$ cat config.mk
export PLATFORM = sky130hd
export DESIGN_NAME = prog_loader
export DESIGN_NICKNAME = d
export VERILOG_FILES = /design/src/rtl/prog_loader.sv
export SDC_FILE = /design/constraint.sdc
export NUM_CORES = 1
export LEC_CHECK = 0
export CAP_MARGIN = 15
export CORE_UTILIZATION = 50
export CTS_BUF_LIST = sky130_fd_sc_hd__clkbuf_8
export DETAILED_ROUTE_END_ITERATION = 8
export GPL_TIMING_DRIVEN = 0
export PLACE_DENSITY = 0.78
export SLEW_MARGIN = 20
export SYNTH_ARGS = -nofsm -noshare
export SYNTH_HDL_FRONTEND = slang
export SYNTH_SLANG_ARGS = --single-unit
$ cat constraint.sdc
create_clock -name clk -period 2.8 [get_ports clk]
set_input_delay 0.42 -clock clk [delete_from_list [all_inputs] [get_ports clk]]
set_output_delay 0.42 -clock clk [all_outputs]
set_load 0.01 [all_outputs]
$ cat src/rtl/prog_loader.sv
// Boot-time program loader: streams a DEPTH-word image into RAM, verifies a
// trailing 8-bit checksum and releases the CPU reset only on a good image.
module prog_loader #(
  parameter int DEPTH     = 16,
  parameter int AW        = 4,
  parameter int DW        = 8,
  parameter int AUTOSTART = 1
) (
  input  logic          clk,
  input  logic          reset,
  input  logic          start,
  input  logic [DW-1:0] in_data,
  input  logic          in_valid,
  output logic          in_ready,
  output logic          ram_we,
  output logic [AW-1:0] ram_adr,
  output logic [DW-1:0] ram_wdata,
  output logic          cpu_reset,
  output logic          busy,
  output logic          done,
  output logic          err
);

  typedef enum logic [2:0] {
    S_IDLE,
    S_LOAD,
    S_CHECK,
    S_RUN,
    S_ERROR
  } state_t;

  localparam logic [AW-1:0] LAST_ADR = AW'(DEPTH - 1);

  state_t        state;
  logic [AW-1:0] cnt;
  logic [DW-1:0] acc;
  logic [DW-1:0] sum_next;
  logic          xfer;

  assign in_ready = (state == S_LOAD) || (state == S_CHECK);
  assign busy     = in_ready;
  assign done     = (state == S_RUN);
  assign err      = (state == S_ERROR);
  assign xfer     = in_valid && in_ready;
  assign sum_next = acc + in_data;

  always_ff @(posedge clk or negedge reset) begin
    if (!reset) begin
      state     <= S_IDLE;
      cnt       <= '0;
      acc       <= '0;
      ram_we    <= 1'b0;
      ram_adr   <= '0;
      ram_wdata <= '0;
      cpu_reset <= 1'b0;
    end else begin
      ram_we    <= 1'b0;
      cpu_reset <= 1'b0;
      case (state)
        S_IDLE: begin
          if (AUTOSTART != 0 || start) state <= S_LOAD;
        end
        S_LOAD: begin
          if (xfer) begin
            ram_we    <= 1'b1;
            ram_adr   <= cnt;
            ram_wdata <= in_data;
            acc       <= sum_next;
            if (cnt == LAST_ADR) begin
              cnt   <= '0;
              state <= S_CHECK;
            end else begin
              cnt <= cnt + AW'(1);
            end
          end
        end
        S_CHECK: begin
          if (xfer) state <= (sum_next == '0) ? S_RUN : S_ERROR;
        end
        S_RUN, S_ERROR: begin
          // cpu_reset follows RUN one cycle late and drops on the restart edge
          if (start) begin
            state <= S_LOAD;
            cnt   <= '0;
            acc   <= '0;
          end else if (state == S_RUN) begin
            cpu_reset <= 1'b1;
          end
        end
        default: state <= S_IDLE;
      endcase
    end
  end

endmodule
### Wiring heat map

The die is cut into 11 by 11 equal tiles; dark blue is low, red is high, scaled to the fullest tile. Values are wire area over tile area, all layers added.
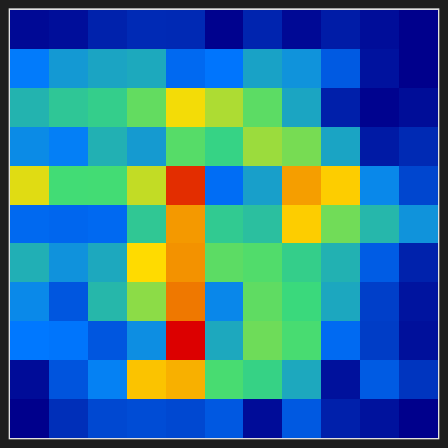
emptiest ninth of the die = north-east
fullest tile = 0.46
tiles over half the peak = 25%

### Sizing map

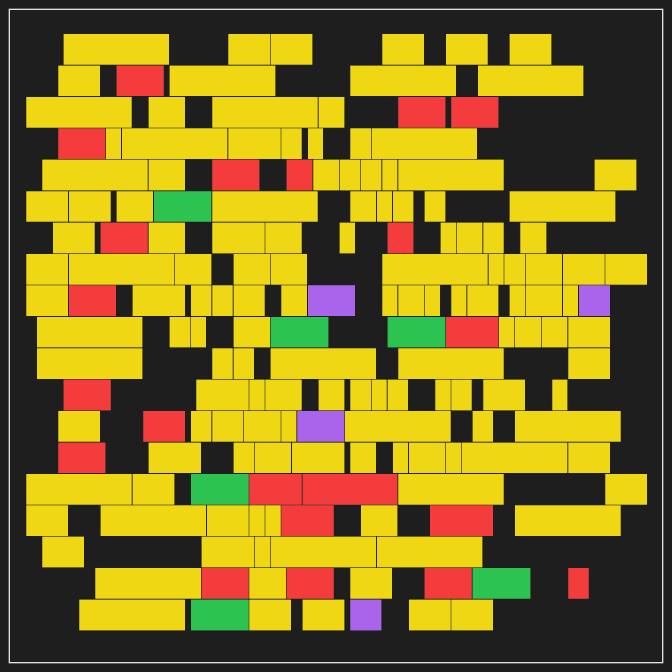
x1 and smaller -> yellow  # cells 139
x6 and larger -> green  # cells 6
x2 -> red  # cells 21
x3 and x4 -> purple  # cells 4
bufs w/o clock: 36
final instance area: 1930 µm²

### Placed standard cells

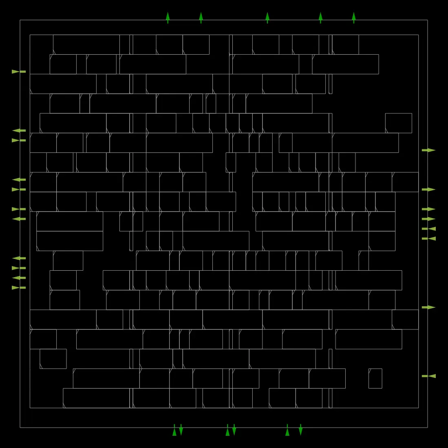
Core Area: 2780 µm²
# fillers: 203
Flops: 29
tap cells: 31

==> results.toml <==
# implementation run metrics
[drt]
wl_per_cell_um = 15.1
wl_mm = 3.04
drt_iter0_markers = 51
via_count = 1155
routed_via_density = 5.75
drc_errors = 0
drtPass1Iterations = 4
ant_nets = 0

[grt]
antenna_found_initial = 0
grt_start_max_net_pins = 30
gr-total-overflow = 0
grt_pass1_wl_mm = 5.10
grt_use_total_pct = 21.2
grt_pass1_vias = 1123

[place]
place_area_um2 = 1810
place_congestion = 0.865
hpwlAfterDp_mm = 2.10
port_buffers = 29
place_ws_ns = -0.397

[cells_and_area]
layout_top_cell = "dfrtp_1"
final_cell_mix = "dfrtp_1 (29), clkdlybuf4s50_1 (28), mux2_2 (12)"
utilization_pct = 69.2
finalNetCount = 191
antenna_cells = 0
drive_gt1_share_pct = 18.2
area_growth_syn_to_layout_pct = 29.9

[synthesis]
postSynthCellCount = 133
synth_top_area_share_pct = 48.9
synth_flop_count = 29
yosys-stat-area_um2 = 1480
fp_nets = 154
syn_area_um2 = 1480
yosys_warnings = 0
area_leaders = "dfrtp_1 (49%), mux2_2 (9.1%), ha_1 (6.8%)"
ys_types = 32
avgSynthCellArea_um2 = 11.1
ys_cells = 133
synth_seq_share_pct = 48.9
yosysTopAreaCell = "dfrtp_1"

[setup_path]
crit_required_ns = 3.00
startpoint = "in_data[0]"
rr_worst_depth = 7
r2r_start = "acc[0]"
r2r_end = "state[1]"
startpoint_type = "input pin"
critPathMaxFanout = 2
endpoint_kind = "flip-flop"
crit_path_end = "state[1]"
r2r_setup_slack_ns = 0.31
cp.arrival_ns = 2.88
worst-setup-path-type = "input pin to flip-flop"

[floorplanning]
chipArea_um2 = 3190
fp.dieH_um = 56.5
io_pins = 30
initial_core_util_pct = 53.3
dieWidth_um = 56.5
num_rows = 19

[clock_network]
clock_sinks = 29
cts_tree = "built"
path_clk_slew_ns = 0.06
cts_root_buf = "clkbuf_8"
htreeDepth = 2
clock_latency_ns = 0.28
clockBufferDepth = 2
hold_buffers = 0
numCtsBuffers = 5

[timing]
clock.fmax_mhz = 374
finalClockSkew_ns = 0.00505
period_needed_ns = 2.68
drv_slew = 0
slew_headroom_pct = 57.3
rsz0062_at_grt = "no"
hold_violations = 0
fin_crit_sh_pct = 95.6
setup_viol = 0
tightestPinTransition_ns = 0.640
setup_ws_ns = 0.123

[flow_run]
drv_cap = 0
log.warning_count = 26

[power]
finalPower_uw = 2180
switchingPower_uw = 788
p_leak_uw = 0.000834
ir_worst_vdd_mv = 0.717
p_sw_share_pct = 36.1
intPower_uw = 1390
clkPwrFrac_pct = 15.7
combPwrFrac_pct = 50.6
pwr-share-seq_pct = 33.7
p_per_area_nw_per_um2 = 1130

[run_status]
status = "completed"

[worst_hold_path]
hp-class = "input pin to async pin"
worst min path at each step:
stage | slack, ns | start | to
final | 0.16 | reset | ram_we
after global routing | 0.22 | reset | cnt[3]
after CTS | 0.18 | reset | ram_adr[2]
after detailed placement | 0.49 | reset | ram_we
after global placement | 0.49 | ram_adr[0] | ram_adr[0]
after floorplan | 0.12 | reset | acc[0]
routing by layer:
metal / GRT usage (%) / vias to the layer above / part of all wire (%)
met1: 27.2 / 562 / 46
met2: 33.1 / 31 / 46
li1: - / 557 / -
met4: 8.36 / 0 / 1.6
met3: 6.91 / 5 / 5.8
met5: 0 / - / 0
through the flow:
stage / hold slack [ns] / TNS (ns) / std cells
global placement: 0.488 / -0.890 / 193
detailed placement: 0.490 / -0.880 / 193
CTS: 0.183 / 0 / 201
global route: 0.224 / 0 / 201
floorplan: 0.124 / 0 / 133
finish: 0.160 / 0 / 201
synthesized netlist by cell type:
master,count
or3_1,2
a21oi_1,6
clkbuf_1,5
xnor2_1,4
nor4bb_1,1
nor2_1,11
nor3b_1,1
nor4_1,1
inv_1,2
or4_1,1
o22ai_1,4
nand2_1,5
o21bai_1,2
xor2_1,4
nand4_1,1
nand2b_1,2
a41oi_1,1
nand3_1,2
o21ai_0,11
a22o_2,1
fa_1,1
buf_4,1
a22o_1,7
and3b_1,1
ha_1,8
or2_2,2
nor2b_1,2
a31oi_1,1
dfrtp_1,29
a211oi_2,1
a211oi_1,1
mux2_2,12
critical path: stages:
cell	delay (ns)
clkdlybuf4s50_1	0.48
ha_2	0.20
fa_2	0.44
or3_1	0.38
or3_4	0.37
or4_4	0.44
o22ai_2	0.15
flip-flops by register name (all words and copies together), names as in the netlist:
register	count
state	3
cnt	4
cpu_reset	1
acc	8
ram_we	1
ram_wdata	8
ram_adr	4
power groups by stage:
stage	clock [µW]	combinational, µW	sequential (µW)
finish	343	1100	735
global route	365	1200	763
CTS	353	1090	735
detailed placement	0	1070	740
global placement	0	1040	728
floorplan	0	635	762
kinds of logic after synthesis:
| kind of cell | synth area share, % |
|---|---|
| and+or+nand+nor | 11.2 |
| muxes | 9.11 |
| AOI/OAI and AO/OA | 15.6 |
| xor gates and xnor gates | 4.73 |
| adders and majority gates | 8.10 |
| buffers and inverters | 2.28 |
| DFF | 48.9 |
cell type report:
type / instances / area, µm²
Fill cell: 203 / 856
Multi-Input combinational cell: 96 / 748
Sequential cell: 29 / 726
Timing Repair Buffer: 30 / 293
Clock buffer: 6 / 82.6
Tap cell: 31 / 38.8
Buffer: 6 / 26.3
Inverter: 2 / 7.51
Clock inverter: 1 / 3.75
repair_timing:
item	4_1_cts	5_1_grt
endpoints found under the setup margin	2	2
gates resized	4	2
buffers inserted	1	0
pin swaps	1	2
cloned	0	0
No activity file was given, so power comes from the tool's default toggle rates.
